run_1/clocks.png
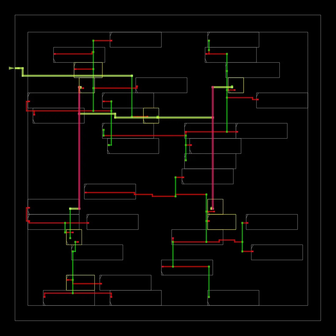
run_1/flops_by_reg.png
The bar under the picture is 20 um long. Other sequential cells in the stronger grey, the rest of the logic in the fainter grey.
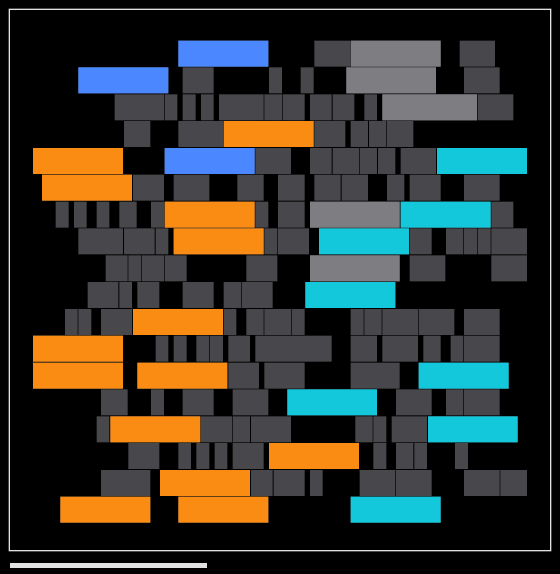
run_1/wires.png
The bar under the picture is 20 um long. Only two layers are drawn.
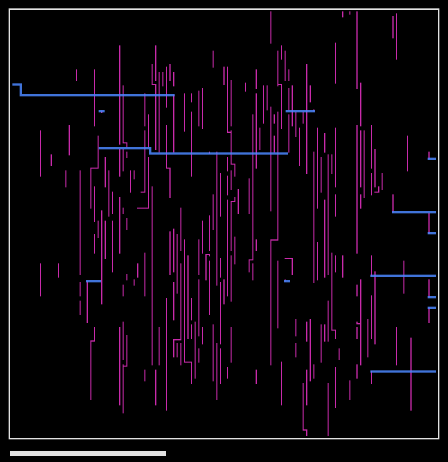
run_1/clk_routes.png
The bar under the picture is 20 um long.
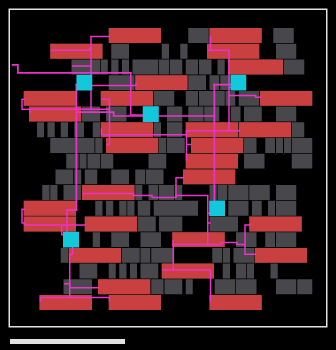
$ cat config.mk
export PLATFORM = sky130hd
export DESIGN_NAME = uart_tx
export DESIGN_NICKNAME = d
export VERILOG_FILES = /design/src/rtl/uart_pkg.sv /design/src/rtl/uart_baud_gen.sv /design/src/rtl/uart_tx.sv
export SDC_FILE = /design/constraint.sdc
export NUM_CORES = 1
export LEC_CHECK = 0
export CORE_MARGIN = 2
export CORE_UTILIZATION = 55
export DETAILED_ROUTE_END_ITERATION = 6
export HOLD_SLACK_MARGIN = 0.06
export PLACE_DENSITY = 0.77
export SYNTH_ARGS = -nofsm -noshare
export SYNTH_HDL_FRONTEND = slang
export SYNTH_SLANG_ARGS = --single-unit
$ cat constraint.sdc
create_clock -name clk -period 2.3 [get_ports clk]
set_clock_uncertainty 0.05 [all_clocks]
set_input_delay 0.46 -clock clk [delete_from_list [all_inputs] [get_ports clk]]
set_output_delay 0.46 -clock clk [all_outputs]
set_load 0.02 [all_outputs]
$ cat src/rtl/uart_pkg.sv
// uart_pkg: shared UART state type, frame constants and baud divisor helper (PARITY state only with UART_TX_PARITY_EN)
package uart_pkg;
  localparam int UART_DATA_BITS = 8;
  localparam logic UART_IDLE_LEVEL = 1'b1;
  typedef enum logic [2:0] {
    IDLE,
    START,
    DATA,
`ifdef UART_TX_PARITY_EN
    PARITY,
`endif
    STOP
  } uart_tx_state_t;
  function automatic int baud_cnt(input int clk_freq, input int baud_rate);
    return clk_freq / baud_rate;
  endfunction
endpackage

$ cat src/rtl/uart_baud_gen.sv
// uart_baud_gen: bit-period counter 0..BAUD_CNT-1; ports clk, rst_n (async low), clr (sync clear), tick (high on the wrap cycle)
module uart_baud_gen #(
  parameter int BAUD_CNT = 10
) (
  input  logic clk,
  input  logic rst_n,
  input  logic clr,
  output logic tick
);
  localparam int W = BAUD_CNT > 1 ? $clog2(BAUD_CNT) : 1;
  logic [W-1:0] cnt;
  assign tick = cnt == W'(BAUD_CNT - 1);
  always_ff @(posedge clk or negedge rst_n)
    if (!rst_n) cnt <= '0;
    else cnt <= (clr || tick) ? '0 : cnt + W'(1);
endmodule

$ cat src/rtl/uart_tx.sv
// uart_tx: 8N1 UART transmitter (even parity bit with UART_TX_PARITY_EN); ports clk, rst_n (async low), tx_data, tx_start in; tx, tx_busy, tx_done (registered) out
module uart_tx
  import uart_pkg::*;
#(
  parameter int CLK_FREQ  = 100_000_000,
  parameter int BAUD_RATE = 9600
) (
  input  logic       clk,
  input  logic       rst_n,
  input  logic [7:0] tx_data,
  input  logic       tx_start,
  output logic       tx,
  output logic       tx_busy,
  output logic       tx_done
);
  localparam int BAUD_CNT = baud_cnt(CLK_FREQ, BAUD_RATE);
  uart_tx_state_t state, state_d;
  logic [UART_DATA_BITS-1:0] shift, shift_d;
  logic [2:0] idx, idx_d;
  logic tick, accept, last, tx_d, busy_d, done_d;
  uart_baud_gen #(.BAUD_CNT(BAUD_CNT)) u_baud (
    .clk  (clk),
    .rst_n(rst_n),
    .clr  (state == IDLE),
    .tick (tick)
  );
  assign accept = state == IDLE && tx_start;
  assign last = idx == 3'(UART_DATA_BITS - 1);
`ifdef UART_TX_PARITY_EN
  logic par;
  always_ff @(posedge clk or negedge rst_n)
    if (!rst_n) par <= 1'b0;
    else if (accept) par <= ^tx_data;
`endif
  always_ff @(posedge clk or negedge rst_n)
    if (!rst_n) begin
      state <= IDLE;
      shift <= '0;
      idx <= '0;
      tx <= UART_IDLE_LEVEL;
      tx_busy <= 1'b0;
      tx_done <= 1'b0;
    end else begin
      state <= state_d;
      shift <= shift_d;
      idx <= idx_d;
      tx <= tx_d;
      tx_busy <= busy_d;
      tx_done <= done_d;
    end
  always_comb begin
    state_d = state;
    case (state)
      IDLE:    state_d = tx_start ? START : IDLE;
      START:   state_d = tick ? DATA : START;
`ifdef UART_TX_PARITY_EN
      DATA:    state_d = (tick && last) ? PARITY : DATA;
      PARITY:  state_d = tick ? STOP : PARITY;
`else
      DATA:    state_d = (tick && last) ? STOP : DATA;
`endif
      STOP:    state_d = tick ? IDLE : STOP;
      default: state_d = IDLE;
    endcase
  end
  // outputs are computed from the next state so the registered tx lines up with the bit slot
  always_comb begin
    shift_d = accept ? tx_data : (state == DATA && tick) ? shift >> 1 : shift;
    idx_d = state != DATA ? 3'd0 : tick ? idx + 3'd1 : idx;
    busy_d = state_d != IDLE;
    done_d = state == STOP && tick;
`ifdef UART_TX_PARITY_EN
    tx_d = state_d == START ? 1'b0 : state_d == DATA ? shift_d[0] : state_d == PARITY ? par : UART_IDLE_LEVEL;
`else
    tx_d = state_d == START ? 1'b0 : state_d == DATA ? shift_d[0] : UART_IDLE_LEVEL;
`endif
  end
endmodule

==> metrics.csv, run 1 <==
metric;value;unit
result of the run;complete, no violations;
HPWL after DPL;1.66;mm
class of the most critical setup path;reg2reg;
invs w/o clock;3;
switching part of the total power;20.7;%
maximum number of pins on one net before global-route repair;31;
number of hold-slack violations in the final timing report;0;
unrepaired setup endpoints after global routing;false;
synthesized-area fraction occupied by and/or/nand/nor cells;21.9;%
Adder Share, Synth;2.65;%
detailed-route wire length on metal 1;1.17;mm
final critical-path setup slack;201;ps
full die area;0.00300;mm2
normalized max-slew margin;75.1;%
Yosys cell types;30;
timing-limited maximum frequency;0.476;GHz
finished layout cell area;0.00168;mm2
Most used DFF post-synth;sky130_fd_sc_hd__dfrtp_1;
xor+xnor area frac;8.66;%
Die Y;54.7;um
area share of the largest cell type after synthesis;51.2;%
area-dominant cell class after layout;registers;
register clock-pin slew on the reported worst setup and hold paths;90;ps
minimum clock period after layout;2100;ps
warning count from the yosys run;0;
endpoint type of the worst setup path;register;
post-synthesis average cell area;10.6;um2
Die Wd;54.7;um
# nets final;169;
combinational share of cell area;37.5;%
slowest cell on the critical path;sky130_fd_sc_hd__or4_4;
Buffers, non-clock;18;
most common logic cells in the final layout;sky130_fd_sc_hd__dfrtp_1 (29), sky130_fd_sc_hd__nor2_1 (19), sky130_fd_sc_hd__nand2_1 (15), sky130_fd_sc_hd__clkdlybuf4s50_1 (13), sky130_fd_sc_hd__xor2_1 (10);
post-route total power;0.966;mW
cell total in the yosys stat output;134;
beginning of the worst hold path;u_baud.cnt[0];
dpl ws;193;ps
max reg flops;14;
number of storage elements in the synthesis netlist;30;
number of levels in the clock H-tree;2;
arrival time reported for the critical path endpoint;2270;ps
fraction of cell area in non-clock buffers;10.0;%
clock tree from TritonCTS;done;
share of layout cells above drive strength 1;12.2;%
Root Driver;sky130_fd_sc_hd__clkbuf_4;
Area contributors post-synth;sky130_fd_sc_hd__dfrtp_1 (51%), sky130_fd_sc_hd__mux2i_1 (6.4%), sky130_fd_sc_hd__xor2_1 (6.2%);
post-CTS setup-driven buffer insertion count;0;
remaining design rule violation count;0;
number of rows created at floorplan;18;
dominant cell type by count on the critical path;sky130_fd_sc_hd__or4_4;
## Picture notes: clocks.png
power dissipated in the clock network: 0.386 mW
clock latency on the worst-skew pair: 330 ps
number of sequential cells in the layout: 30
number of buffers inserted during clock tree synthesis: 5

## Picture notes: flops_by_reg.png
Blue shows idx, placed flops 3. Cyan shows shift, placed flops 8. Orange shows u_baud.cnt, placed flops 14.
sequential share of cell area: 44.9%
Final Core Density: 68.2%
flip-flop and latch area: 752 um2

## Picture notes: wires.png
Magenta shows metal 2, wire length 1060 um. Blue shows metal 3, wire length 76.6 um.
routed vias: 975
overall track demand over capacity in global routing: 19.7%
drt total wl: 2.35 mm

## Picture notes: clk_routes.png
Red shows flip-flops, count 30. Magenta shows clock wires, length 357 um. Cyan shows clock drivers, count 5.
Position of the flops: widely spread. There are 6 routed clock nets.
portion of total power attributed to the clock network: 40.0%

==> inputs of run 2 (changes only) <==
- ABC_CLOCK_PERIOD_IN_PS: unset -> 2300
- SKIP_CTS_REPAIR_TIMING: unset -> 1
==> metrics.csv, run 2 <==
metric;value;unit
result of the run;complete, no violations;
maximum number of pins on one net before global-route repair;31;
fraction of cell area in non-clock buffers;10.0;%
class of the most critical setup path;reg2reg;
Area contributors post-synth;sky130_fd_sc_hd__dfrtp_1 (51%), sky130_fd_sc_hd__mux2i_1 (6.4%), sky130_fd_sc_hd__xor2_1 (6.2%);
xor+xnor area frac;8.66;%
number of storage elements in the synthesis netlist;30;
max reg flops;14;
Buffers, non-clock;18;
minimum clock period after layout;2100;ps
beginning of the worst hold path;u_baud.cnt[0];
HPWL after DPL;1.66;mm
Most used DFF post-synth;sky130_fd_sc_hd__dfrtp_1;
endpoint type of the worst setup path;register;
area-dominant cell class after layout;registers;
number of sequential cells in the layout;30;
normalized max-slew margin;75.1;%
invs w/o clock;3;
full die area;0.00300;mm2
dominant cell type by count on the critical path;sky130_fd_sc_hd__or4_4;
Root Driver;sky130_fd_sc_hd__clkbuf_4;
number of hold-slack violations in the final timing report;0;
post-synthesis average cell area;10.6;um2
clock tree from TritonCTS;done;
unrepaired setup endpoints after global routing;false;
# nets final;169;
portion of total power attributed to the clock network;40.0;%
final critical-path setup slack;201;ps
drt total wl;2.35;mm
number of levels in the clock H-tree;2;
combinational share of cell area;37.5;%
number of buffers inserted during clock tree synthesis;5;
slowest cell on the critical path;sky130_fd_sc_hd__or4_4;
Adder Share, Synth;2.65;%
switching part of the total power;20.7;%
cell total in the yosys stat output;134;
Die Wd;54.7;um
clock latency on the worst-skew pair;330;ps
share of layout cells above drive strength 1;12.2;%
remaining design rule violation count;0;
most common logic cells in the final layout;sky130_fd_sc_hd__dfrtp_1 (29), sky130_fd_sc_hd__nor2_1 (19), sky130_fd_sc_hd__nand2_1 (15), sky130_fd_sc_hd__clkdlybuf4s50_1 (13), sky130_fd_sc_hd__xor2_1 (10);
run_2/placement_by_type.png
Fill, decap, tap and diode cells in grey.
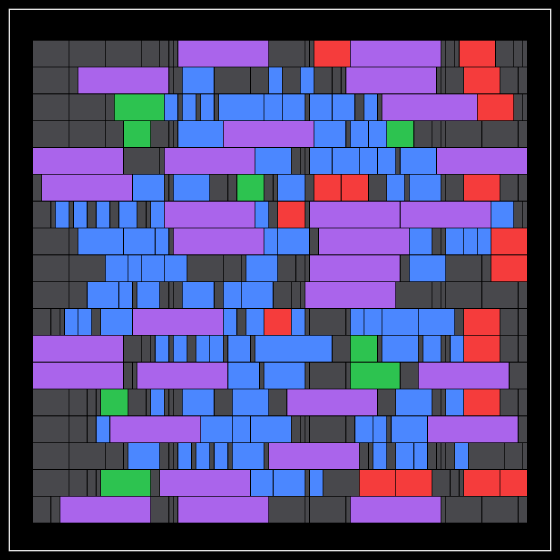
Green shows clock drivers and dummy loads, cells 8. Blue shows combinational and other logic, cells 100. Red shows other buffers and delay cells, cells 18. Purple shows flops, cells 30.
finished layout cell area: 0.00168 mm2
core outline area: 0.00245 mm2
number of rows created at floorplan: 18

run_2/flops_by_reg.png
The bar under the picture is 20 um long. Other sequential cells in the stronger grey, the rest of the logic in the fainter grey.
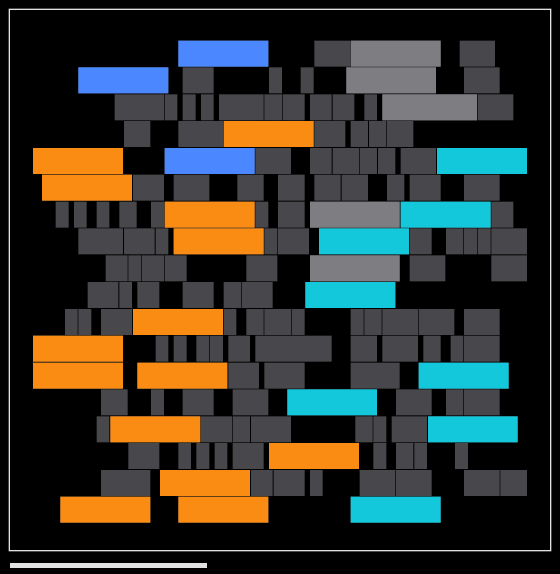
Cyan shows shift, placed flops 8. Blue shows idx, placed flops 3. Orange shows u_baud.cnt, placed flops 14.
sequential logic power: 0.540 mW

Power figures rest on the tool's default switching activity, not on a simulated workload.
